**src/rtl/jtag_instruction_register.sv**
```systemverilog
// jtag_instruction_register: IEEE 1149.1 style IR with shift stage, update latch and opcode decode.
// Define JTAG_IR_IDCODE_EN to decode IDCODE and make it the reset instruction.
module jtag_instruction_register #(
   parameter int unsigned IR_WIDTH = 4,
   parameter logic [IR_WIDTH-1:0] CAPTURE_PATTERN = IR_WIDTH'(2'b01)
) (
   input  logic                TCK,
   input  logic                Reset,
   input  logic                TDI,
   input  logic                ShiftIR,
   input  logic                ClockIR,
   input  logic                UpdateIR,
   output logic                IrTdo,
   output logic [IR_WIDTH-1:0] Instruction,
   output logic                SelExtest,
   output logic                SelSamplePreload,
   output logic                SelIdcode,
   output logic                SelBypass,
   output logic                Mode
);
   localparam logic [IR_WIDTH-1:0] OP_EXTEST = '0;
   localparam logic [IR_WIDTH-1:0] OP_SAMPLE = IR_WIDTH'(1);
   localparam logic [IR_WIDTH-1:0] OP_IDCODE = IR_WIDTH'(2);
   localparam logic [IR_WIDTH-1:0] OP_BYPASS = '1;
`ifdef JTAG_IR_IDCODE_EN
   localparam logic ID_EN = 1'b1;
   localparam logic [IR_WIDTH-1:0] RST_OP = OP_IDCODE;
`else
   localparam logic ID_EN = 1'b0;
   localparam logic [IR_WIDTH-1:0] RST_OP = OP_BYPASS;
`endif

   logic [IR_WIDTH-1:0] shift_q, shift_d, instr_q, instr_d;

   always_comb begin
      shift_d = ClockIR ? (ShiftIR ? {TDI, shift_q[IR_WIDTH-1:1]} : CAPTURE_PATTERN) : shift_q;
      instr_d = UpdateIR ? shift_q : instr_q;
   end

   always_ff @(posedge TCK or posedge Reset) begin
      if (Reset) begin
         shift_q <= CAPTURE_PATTERN;
         instr_q <= RST_OP;
      end else begin
         shift_q <= shift_d;
         instr_q <= instr_d;
      end
   end

   // Anything not explicitly recognised falls through to BYPASS, keeping the selects one-hot.
   assign IrTdo            = shift_q[0];
   assign Instruction      = instr_q;
   assign SelExtest        = instr_q == OP_EXTEST;
   assign SelSamplePreload = instr_q == OP_SAMPLE;
   assign SelIdcode        = ID_EN && instr_q == OP_IDCODE;
   assign SelBypass        = !(SelExtest || SelSamplePreload || SelIdcode);
   assign Mode             = SelExtest;
endmodule

```
**config.mk**
```make
export PLATFORM = sky130hd
export DESIGN_NAME = jtag_instruction_register
export DESIGN_NICKNAME = d
export VERILOG_FILES = /design/src/rtl/jtag_instruction_register.sv
export SDC_FILE = /design/constraint.sdc
export NUM_CORES = 1
export LEC_CHECK = 0
export CAP_MARGIN = 30
export CORE_AREA = 2 2 39 41
export DETAILED_ROUTE_END_ITERATION = 8
export DIE_AREA = 0 0 41 43
export HOLD_SLACK_MARGIN = 0.06
export PLACE_DENSITY = 0.62
export SETUP_SLACK_MARGIN = 0.15
export SLEW_MARGIN = 40
export SYNTH_ARGS = -nofsm -noshare
export SYNTH_HDL_FRONTEND = slang
export SYNTH_SLANG_ARGS = --single-unit
```
**constraint.sdc**
```tcl
create_clock -name TCK -period 3.1 [get_ports TCK]
set_input_delay 0.465 -clock TCK [delete_from_list [all_inputs] [get_ports TCK]]
set_output_delay 0.465 -clock TCK [all_outputs]
set_load 0.1 [all_outputs]
```
**Logic cells by family**

Scale bar: 10 um.
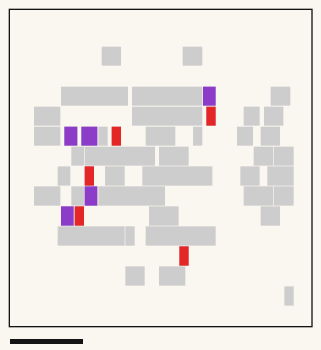
- aoi and oai cells: purple (cells 5; most used o21ai_0)
- inv cells: red (cells 5; most used inv_1)
final non-filler cell total: 64
combinational share of cell area: 22.1%

**Port wiring**

Scale bar: 10 um.
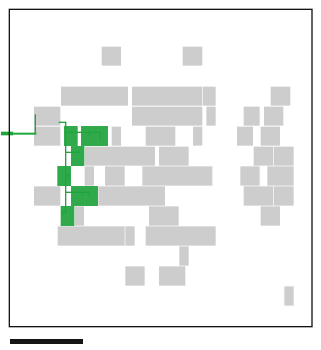
- ClockIR: green (bits 1; direction input; end cells 8; buffers 1; wire 32.0 um)
PortBufs: 14
IO Pins: 16

**Zoomed window**

Scale bar: 5 um. Region (10, 20) to (30, 40) um. Cells in gray, sequential cells in the stronger gray; small squares are vias.
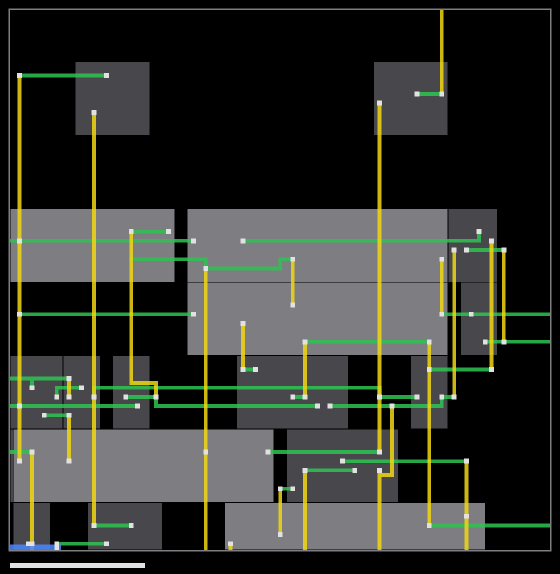
- M3: blue
- M1: green
- M2: yellow
- netlist names of flops here include: Instruction (3), shift_q (2)
- cells with their middle in the window: 17
- most frequent: dfstp_2 (4), inv_1 (3), clkbuf_4 (2)
- sequential cells in the window: 5

**Routing congestion map**

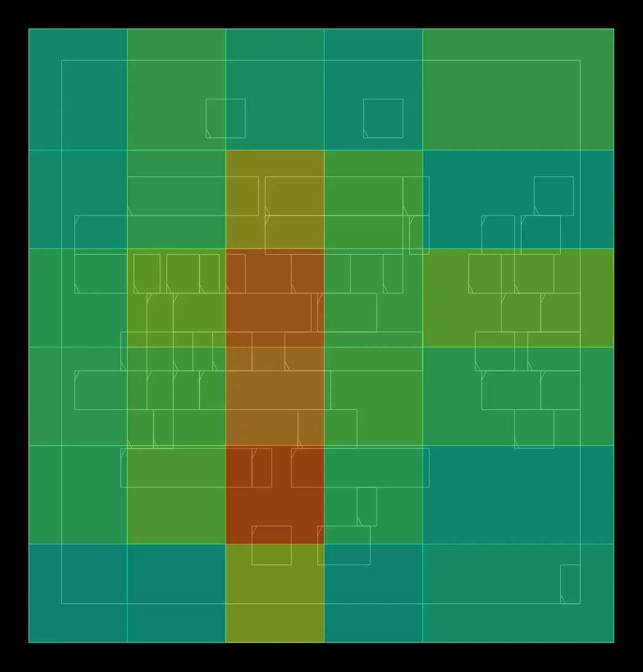
grt met2 use: 12.2%
GRT met1 Usage: 9.33%
wire per inst: 9.17 um
Layout Utilization: 36.1%

==> impl_metrics.env <==
# source this file to load flow results
export IMPL_clk_latency_ps=250
export IMPL_status="finished clean"
export IMPL_htree_levels=1
export IMPL_cap_violations=0
export IMPL_cts_resized_gates=0
export IMPL_nNetsFinal=55
export IMPL_worst_clock_skew_ps=4.68
export IMPL_yosys_area_top_type="dfstp_2"
export IMPL_startpoint_type="flop"
export IMPL_grt_pass1_wl_um=979
export IMPL_timing_final_ws_setup_ps=1200
export IMPL_grt_max_degree=9
export IMPL_holdWs_ps=447
export IMPL_synth_distinct_cells=14
export IMPL_viasPerCell=4.19
export IMPL_antenna_cells=0
export IMPL_p_per_area_nw_per_um2=787
export IMPL_ant_nets=0
export IMPL_critPathKind="flop to primary output"
export IMPL_syn_area_per_cell_um2=10.9
export IMPL_critPathLaunch="Instruction[2]$_DFFE_PP1P_"
export IMPL_place_hpwl_um=468
export IMPL_post_dp_cell_area_um2=473
export IMPL_die_area_um2=1760
export IMPL_cts_tree="built"
export IMPL_fp_util_pct=25.3
export IMPL_crit_required_ps=2630
export IMPL_drt_iter0_drc=0
export IMPL_endpoint="SelExtest"
export IMPL_cts_root_buf="clkbuf_4"
export IMPL_yosys_warnings=0
export IMPL_worstReg2RegStart="Instruction[0]$_DFFE_PP1P_"
export IMPL_hold_buffers=0
export IMPL_ys_area_um2=350
export IMPL_tns_ps=0
export IMPL_clock_path_buffers=2
export IMPL_synth_nets=38
export IMPL_rsz0062_at_grt="false"
export IMPL_syn_to_final_growth_pct=42.5
export IMPL_syn_area_um2=350
export IMPL_setup_viol_count_final=0
export IMPL_cts_setup_buffers=0
export IMPL_layout_top_cell="buf_4"
export IMPL_die_h_um=43
export IMPL_reg2reg_depth=2
export IMPL_r2r_slack_ps=2270
export IMPL_top_area_share_pct=37.5
export IMPL_cts_sinks=8
export IMPL_area_leaders="dfstp_2 38%, dfrtp_1 21%, mux2_1 6.4%"
export IMPL_core_area_um2=1380
export IMPL_r2r_end="Instruction[0]$_DFFE_PP1P_"
export IMPL_ir_worst_vdd_mv=0.244
export IMPL_cts_made_buffers=3
export IMPL_rows=14
export IMPL_antenna_found_initial=0
export IMPL_p_total_uw=393
export IMPL_place_gp_congestion=0.586
export IMPL_hold_path_class="input pin to asynchronous set/reset pin"
export IMPL_placed_cells=60
export IMPL_die_width_um=41
export IMPL_drt_total_wl_um=587
export IMPL_drive_gt1_share_pct=43.8
export IMPL_dr_pass1_iters=1
export IMPL_stdcell_area_um2=499
export IMPL_period_used_pct=61.2
export IMPL_leakage_uw=0.000230
export IMPL_track_usage_pct=8.93
export IMPL_hold_viol_final=0
export IMPL_dp_slack_ps=1460
export IMPL_num_vias=268
export IMPL_grt_pass1_vias=249
export IMPL_cp_max_fo=3
export IMPL_ys_seq_share_pct=58.9
export IMPL_max_freq_ghz=0.527
export IMPL_min_period_ps=1900
export IMPL_cts_clk_slew_worst_paths_ps=60
export IMPL_warning_count=26
export IMPL_slew_viol_final=0
export IMPL_yosys_cells=32
export IMPL_drc=0
export IMPL_cp_arrival_ps=1430
export IMPL_lay_top_cells="9 x buf_4, 5 x dfstp_2, 5 x inv_1, 5 x clkdlybuf4s50_1, 4 x o21ai_0"
export IMPL_crit_path_end_kind="primary output"
## critical path, stage by stage, from the launching register on
cell and delay (ps):
dfstp_2 370, or3_4 400, nor2_2 110, buf_4 300
## registers in the layout (all words and copies together), names as in the netlist
register	count
Instruction	4
shift_q	4
## logic make-up (layout without fill, tap and decap cells)
group | Yosys count | count (layout) | synth area share, %
AND/OR/NAND/NOR | 8 | 8 | 13.2
multiplexers | 3 | 3 | 9.64
AND-OR/OR-AND | 5 | 5 | 7.50
other | 1 | 1 | 1.07
flip-flops | 8 | 8 | 58.9
buffers and inverters | 7 | 23 | 9.64
## cells in the mapped netlist
library cell  count
or3_4             1
inv_1             5
nor2_2            2
a31oi_1           1
o21ai_0           4
conb_1            1
dfrtp_1           3
dfstp_2           5
nor2_1            1
nand3_1           3
buf_4             2
mux2_2            1
mux2_1            2
nand2_1           1
## worst min-delay path by stage
stage / endpoint / cells past startpoint
floorplan: shift_q[1]$_DFFE_PP0P_ / 1
global placement: Instruction[1]$_DFFE_PP1P_ / 1
detailed placement: Instruction[1]$_DFFE_PP1P_ / 1
CTS: shift_q[3]$_DFFE_PP0P_ / 2
global route: shift_q[3]$_DFFE_PP0P_ / 2
finish: shift_q[3]$_DFFE_PP0P_ / 2
## routing by layer
metal / routed length, um / up-vias / track usage, %
met5: 0 / - / 0
met4: 7 / 0 / 10.0
met3: 65 / 2 / 3.14
met2: 253 / 14 / 12.2
met1: 260 / 120 / 9.33
li1: - / 132 / -
## cell type report
cell class,instances,area (um^2)
clock buffer,4,26.3
fill,153,885
inverter,5,18.8
multi-input combinational,17,110
sequential,8,206
tap,16,20.0
timing repair buffer,14,118
## power by group
| part | internal [uW] | switching (uW) |
|---|---|---|
| Sequential | 119 | 7.01 |
| Combinational | 36.5 | 147 |
| Clock | 49.2 | 34.4 |
| Total | 204 | 189 |
Power is estimated from default activity; no workload was simulated.
